$ cat config.mk
export PLATFORM = sky130hd
export DESIGN_NAME = uart_rx_frame_buffer_flat
export DESIGN_NICKNAME = d
export VERILOG_FILES = /design/src/rtl/uart_rx_frame_buffer_if.sv /design/src/rtl/uart_rx_frame_buffer.sv /design/src/flat_wrapper.sv
export SDC_FILE = /design/constraint.sdc
export NUM_CORES = 1
export LEC_CHECK = 0
export CORE_ASPECT_RATIO = 1.4
export CORE_MARGIN = 2
export CORE_UTILIZATION = 40
export CTS_CLUSTER_DIAMETER = 120
export DETAILED_ROUTE_END_ITERATION = 10
export PLACE_DENSITY = 0.65
export RECOVER_POWER = 100
export SLEW_MARGIN = 20
export SYNTH_ARGS = -nofsm -noshare
export SYNTH_HDL_FRONTEND = slang
export SYNTH_SLANG_ARGS = --single-unit
$ cat constraint.sdc
create_clock -name CLK -period 5 [get_ports CLK]
set_input_delay 1.5 -clock CLK [delete_from_list [all_inputs] [get_ports CLK]]
set_output_delay 1.5 -clock CLK [all_outputs]
set_load 0.1 [all_outputs]
$ cat src/rtl/uart_rx_frame_buffer_if.sv
// Handshake bundle between the UART RX frame checker, the frame buffer and
// the downstream consumer. The master side drives received frames and the
// consumer ready; the slave side (the buffer) returns the show-ahead word.
interface uart_rx_frame_buffer_if #(
  parameter int DATA_WIDTH = 8
);
  logic [DATA_WIDTH-1:0] P_DATA;
  logic                  Data_Valid;
  logic                  par_err;
  logic                  stp_err;
  logic                  out_ready;
  logic [DATA_WIDTH-1:0] out_data;
  logic                  out_valid;

  modport master (
    output P_DATA, Data_Valid, par_err, stp_err, out_ready,
    input  out_data, out_valid
  );

  modport slave (
    input  P_DATA, Data_Valid, par_err, stp_err, out_ready,
    output out_data, out_valid
  );
endinterface

$ cat src/rtl/uart_rx_frame_buffer.sv
// Receive-side frame buffer: a small show-ahead FIFO between the UART RX
// frame checker and the consumer, plus saturating link-quality counters
// (parity errors, stop errors, dropped frames) and a sticky overrun flag.
module uart_rx_frame_buffer #(
  parameter int DATA_WIDTH = 8,
  parameter int DEPTH      = 4,
  parameter int CNT_WIDTH  = 8
) (
  input  logic                     CLK,
  input  logic                     RST,
  uart_rx_frame_buffer_if.slave    bus,
  input  logic                     clr_stat,
  output logic                     full,
  output logic [$clog2(DEPTH):0]   level,
  output logic                     overrun,
  output logic [CNT_WIDTH-1:0]     par_err_cnt,
  output logic [CNT_WIDTH-1:0]     stp_err_cnt,
  output logic [CNT_WIDTH-1:0]     ovr_cnt
);

  localparam int AW = $clog2(DEPTH);
  localparam int LW = AW + 1;

  typedef enum logic [1:0] {
    EMPTY,
    PARTIAL,
    FULL
  } state_t;

  state_t                state;
  logic [DATA_WIDTH-1:0] mem [DEPTH];
  logic [AW-1:0]         wr_ptr;
  logic [AW-1:0]         rd_ptr;
  logic [AW-1:0]         rd_ptr_nxt;
  logic [LW-1:0]         level_nxt;
  logic [DATA_WIDTH-1:0] head_nxt;
  logic                  push;
  logic                  pop;
  logic                  drop;

  // Flags are decoded from the registered state, so they carry no
  // combinational path from the inputs.
  assign full          = (state == FULL);
  assign bus.out_valid = (state != EMPTY);

  // Handshake decode, next level and the word that will sit at the head
  // after this edge (the incoming word when it lands in the head slot).
  always_comb begin
    pop        = bus.out_valid & bus.out_ready;
    push       = bus.Data_Valid & (~full | pop);
    drop       = bus.Data_Valid & full & ~pop;
    rd_ptr_nxt = pop ? rd_ptr + AW'(1) : rd_ptr;
    level_nxt  = level;
    if (push && !pop) begin
      level_nxt = level + LW'(1);
    end else if (pop && !push) begin
      level_nxt = level - LW'(1);
    end
    if (push && (wr_ptr == rd_ptr_nxt)) begin
      head_nxt = bus.P_DATA;
    end else begin
      head_nxt = mem[rd_ptr_nxt];
    end
  end

  // Storage array; contents are don't-care after reset, so no reset here.
  always_ff @(posedge CLK) begin
    if (push) begin
      mem[wr_ptr] <= bus.P_DATA;
    end
  end

  // Buffer FSM: pointers, level, state and the registered head word.
  always_ff @(posedge CLK or negedge RST) begin
    if (!RST) begin
      state        <= EMPTY;
      wr_ptr       <= '0;
      rd_ptr       <= '0;
      level        <= '0;
      bus.out_data <= '0;
    end else begin
      if (push) begin
        wr_ptr <= wr_ptr + AW'(1);
      end
      rd_ptr       <= rd_ptr_nxt;
      level        <= level_nxt;
      bus.out_data <= head_nxt;
      if (level_nxt == '0) begin
        state <= EMPTY;
      end else if (level_nxt == LW'(DEPTH)) begin
        state <= FULL;
      end else begin
        state <= PARTIAL;
      end
    end
  end

  // Link-quality statistics: saturating counters and sticky overrun,
  // with a same-cycle clear taking priority over any increment.
  always_ff @(posedge CLK or negedge RST) begin
    if (!RST) begin
      par_err_cnt <= '0;
      stp_err_cnt <= '0;
      ovr_cnt     <= '0;
      overrun     <= 1'b0;
    end else if (clr_stat) begin
      par_err_cnt <= '0;
      stp_err_cnt <= '0;
      ovr_cnt     <= '0;
      overrun     <= 1'b0;
    end else begin
      if (bus.par_err && (par_err_cnt != '1)) begin
        par_err_cnt <= par_err_cnt + CNT_WIDTH'(1);
      end
      if (bus.stp_err && (stp_err_cnt != '1)) begin
        stp_err_cnt <= stp_err_cnt + CNT_WIDTH'(1);
      end
      if (drop) begin
        overrun <= 1'b1;
        if (ovr_cnt != '1) begin
          ovr_cnt <= ovr_cnt + CNT_WIDTH'(1);
        end
      end
    end
  end

endmodule

$ cat src/flat_wrapper.sv
// flat-port wrapper written by rule: the top's interface ports become plain ports
module uart_rx_frame_buffer_flat 
#(
  parameter int DATA_WIDTH = 8,
  parameter int DEPTH      = 4,
  parameter int CNT_WIDTH  = 8
)
  (CLK, RST, clr_stat, full, level, overrun, par_err_cnt, stp_err_cnt, ovr_cnt, bus_P_DATA, bus_Data_Valid, bus_par_err, bus_stp_err, bus_out_ready, bus_out_data, bus_out_valid);
  uart_rx_frame_buffer_if #(.DATA_WIDTH(DATA_WIDTH)) bus_i ();
  input  logic CLK;
  input  logic RST;
  input  logic clr_stat;
  output logic full;
  output logic [$clog2(DEPTH):0] level;
  output logic overrun;
  output logic [CNT_WIDTH-1:0] par_err_cnt;
  output logic [CNT_WIDTH-1:0] stp_err_cnt;
  output logic [CNT_WIDTH-1:0] ovr_cnt;
  input wire logic [$bits(bus_i.P_DATA)-1:0] bus_P_DATA;
  input wire logic [$bits(bus_i.Data_Valid)-1:0] bus_Data_Valid;
  input wire logic [$bits(bus_i.par_err)-1:0] bus_par_err;
  input wire logic [$bits(bus_i.stp_err)-1:0] bus_stp_err;
  input wire logic [$bits(bus_i.out_ready)-1:0] bus_out_ready;
  output wire logic [$bits(bus_i.out_data)-1:0] bus_out_data;
  output wire logic [$bits(bus_i.out_valid)-1:0] bus_out_valid;
  assign bus_i.P_DATA = bus_P_DATA;
  assign bus_i.Data_Valid = bus_Data_Valid;
  assign bus_i.par_err = bus_par_err;
  assign bus_i.stp_err = bus_stp_err;
  assign bus_i.out_ready = bus_out_ready;
  assign bus_out_data = bus_i.out_data;
  assign bus_out_valid = bus_i.out_valid;
  uart_rx_frame_buffer #(.DATA_WIDTH(DATA_WIDTH), .DEPTH(DEPTH), .CNT_WIDTH(CNT_WIDTH)) u_core (.CLK(CLK), .RST(RST), .bus(bus_i), .clr_stat(clr_stat), .full(full), .level(level), .overrun(overrun), .par_err_cnt(par_err_cnt), .stp_err_cnt(stp_err_cnt), .ovr_cnt(ovr_cnt));
endmodule
==> impl_metrics.py <==
# Auto-generated metrics
metrics = {
    "cts": {
        "cts-resized-gates": 0,
        "ctsHoldBuffers": 0,
        "cts-root-buf": "clkbuf_16",
        "ctsLongestPathBuffers": 2,
    },
    "grt": {
        "grt_max_degree": 43,
    },
    "yosys": {
        "postSynthSeqShare_pct": 57.1,
        "syn_area_sq_mm": 0.00352,
        "fp_nets": 338,
        "synthTopLogicFamily": "simple AND/OR/NAND/NOR gates",
        "syn_inst": 314,
        "async_flop_share_pct": 56.8,
        "topCellsByArea": "dfrtp_1 30%, edfxtp_1 27%, nor3_1 3.4%, xor2_1 3.2%, ha_1 3.2%",
        "synth-edff-count": 32,
        "yosys.area_share.aoi_pct": 9.34,
    },
    "layout": {
        "lay_top_cells": "51 x dlygate4sd3_1, 42 x dfrtp_1, 32 x edfxtp_1",
        "seq-cell-share_pct": 45.9,
        "combGateArea_sq_mm": 0.00136,
        "ff_count": 74,
        "stdcell_area_sq_mm": 0.00439,
        "dominant_cells": "registers",
    },
    "hold_path": {
        "hp-class": "flip-flop to flip-flop",
        "min_from": "u_core.overrun",
    },
    "worst_setup_path": {
        "endpoint": "u_core.bus.out_data[6]",
        "required_ps": 5200,
        "crit_fanout": 26,
        "rrSetupSlack_ps": 2380,
        "crit_type": "primary input to flip-flop",
        "cpLargestDelayFamily": "buffers and inverters",
    },
    "floorplan": {
        "die_y_um": 115,
        "num_tap_cells": 105,
    },
    "placed_design": {
        "io_buffers": 52,
    },
    "run_status": {
        "violations": "capacitance limit, slew limit",
        "status": "finished, violations left",
    },
    "power": {
        "irDropWorstVdd_mv": 0.294,
        "power_density_mw_per_mm2": 565,
        "p_leak_nw": 1.82,
        "power_leader": "combinational logic",
    },
    "timing": {
        "tightestPinTransition_ps": 2420,
        "slew_viol_final": 43,
        "hold_viol": 0,
        "setup_tns_ps": 0,
    },
    "job": {
        "drv_cap": 1,
    },
    "detailed_routing": {
        "wl_met2_um": 3950,
        "top_layer_used": "met4",
        "wl_met1_um": 2950,
    },
}
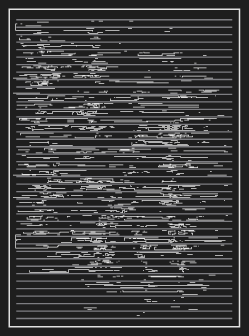
(met1 routing)
Supply wires on this layer in grey.
nets with wire on the layer: 338
main direction: horizontal
longest straight run: 38.2 um
share of all routed wire: 39%
Vias: 2546
met1 Resource Use GR: 17.5%
drt total wl: 7480 um

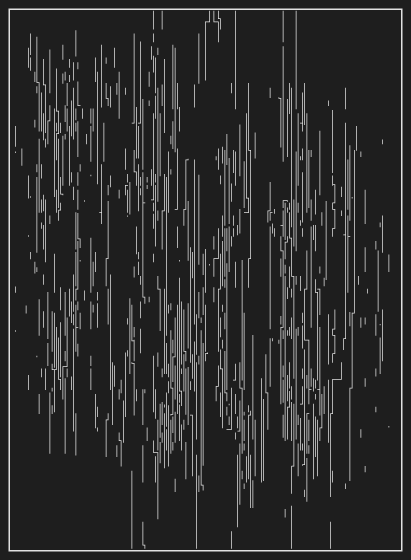
(met2 routing)
wire length on this layer: 3950 um
share of all routed wire: 53%
nets with wire on the layer: 334
met2 usage: 30.4%

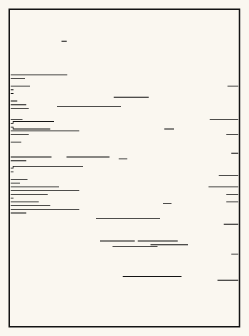
(signal wires on met3)
wire length on this layer: 502 um
longest straight run: 25.3 um
share of all routed wire: 6.7%
nets with wire on the layer: 48
met3 Track Usage GR: 5.60%

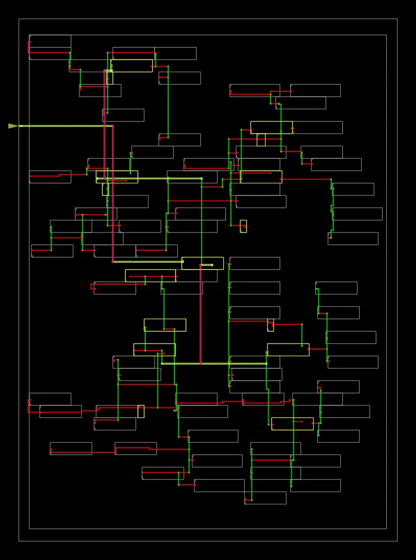
(the clock network)
clock sink count: 74
skew final: 4.06 ps
Clock group: 0.609 mW
Clock Latency Late Sink: 320 ps
CTS buffer count: 9

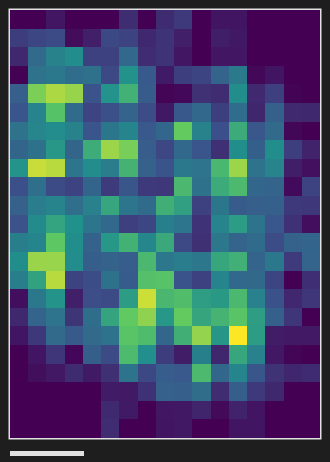
(routed metal per tile)
Bar = 20 um. 17 x 23 tiles, from dark purple (low) to yellow (high), scaled to the fullest tile. Values are wire area over tile area, all layers added.
fullest tile: 0.44
tiles over half the peak: 17%
nearly empty tiles: 16%
Global Route Usage Sum: 16.6%
DR WL/cell: 15.8 um

Power figures rest on the tool's default switching activity, not on a simulated workload.
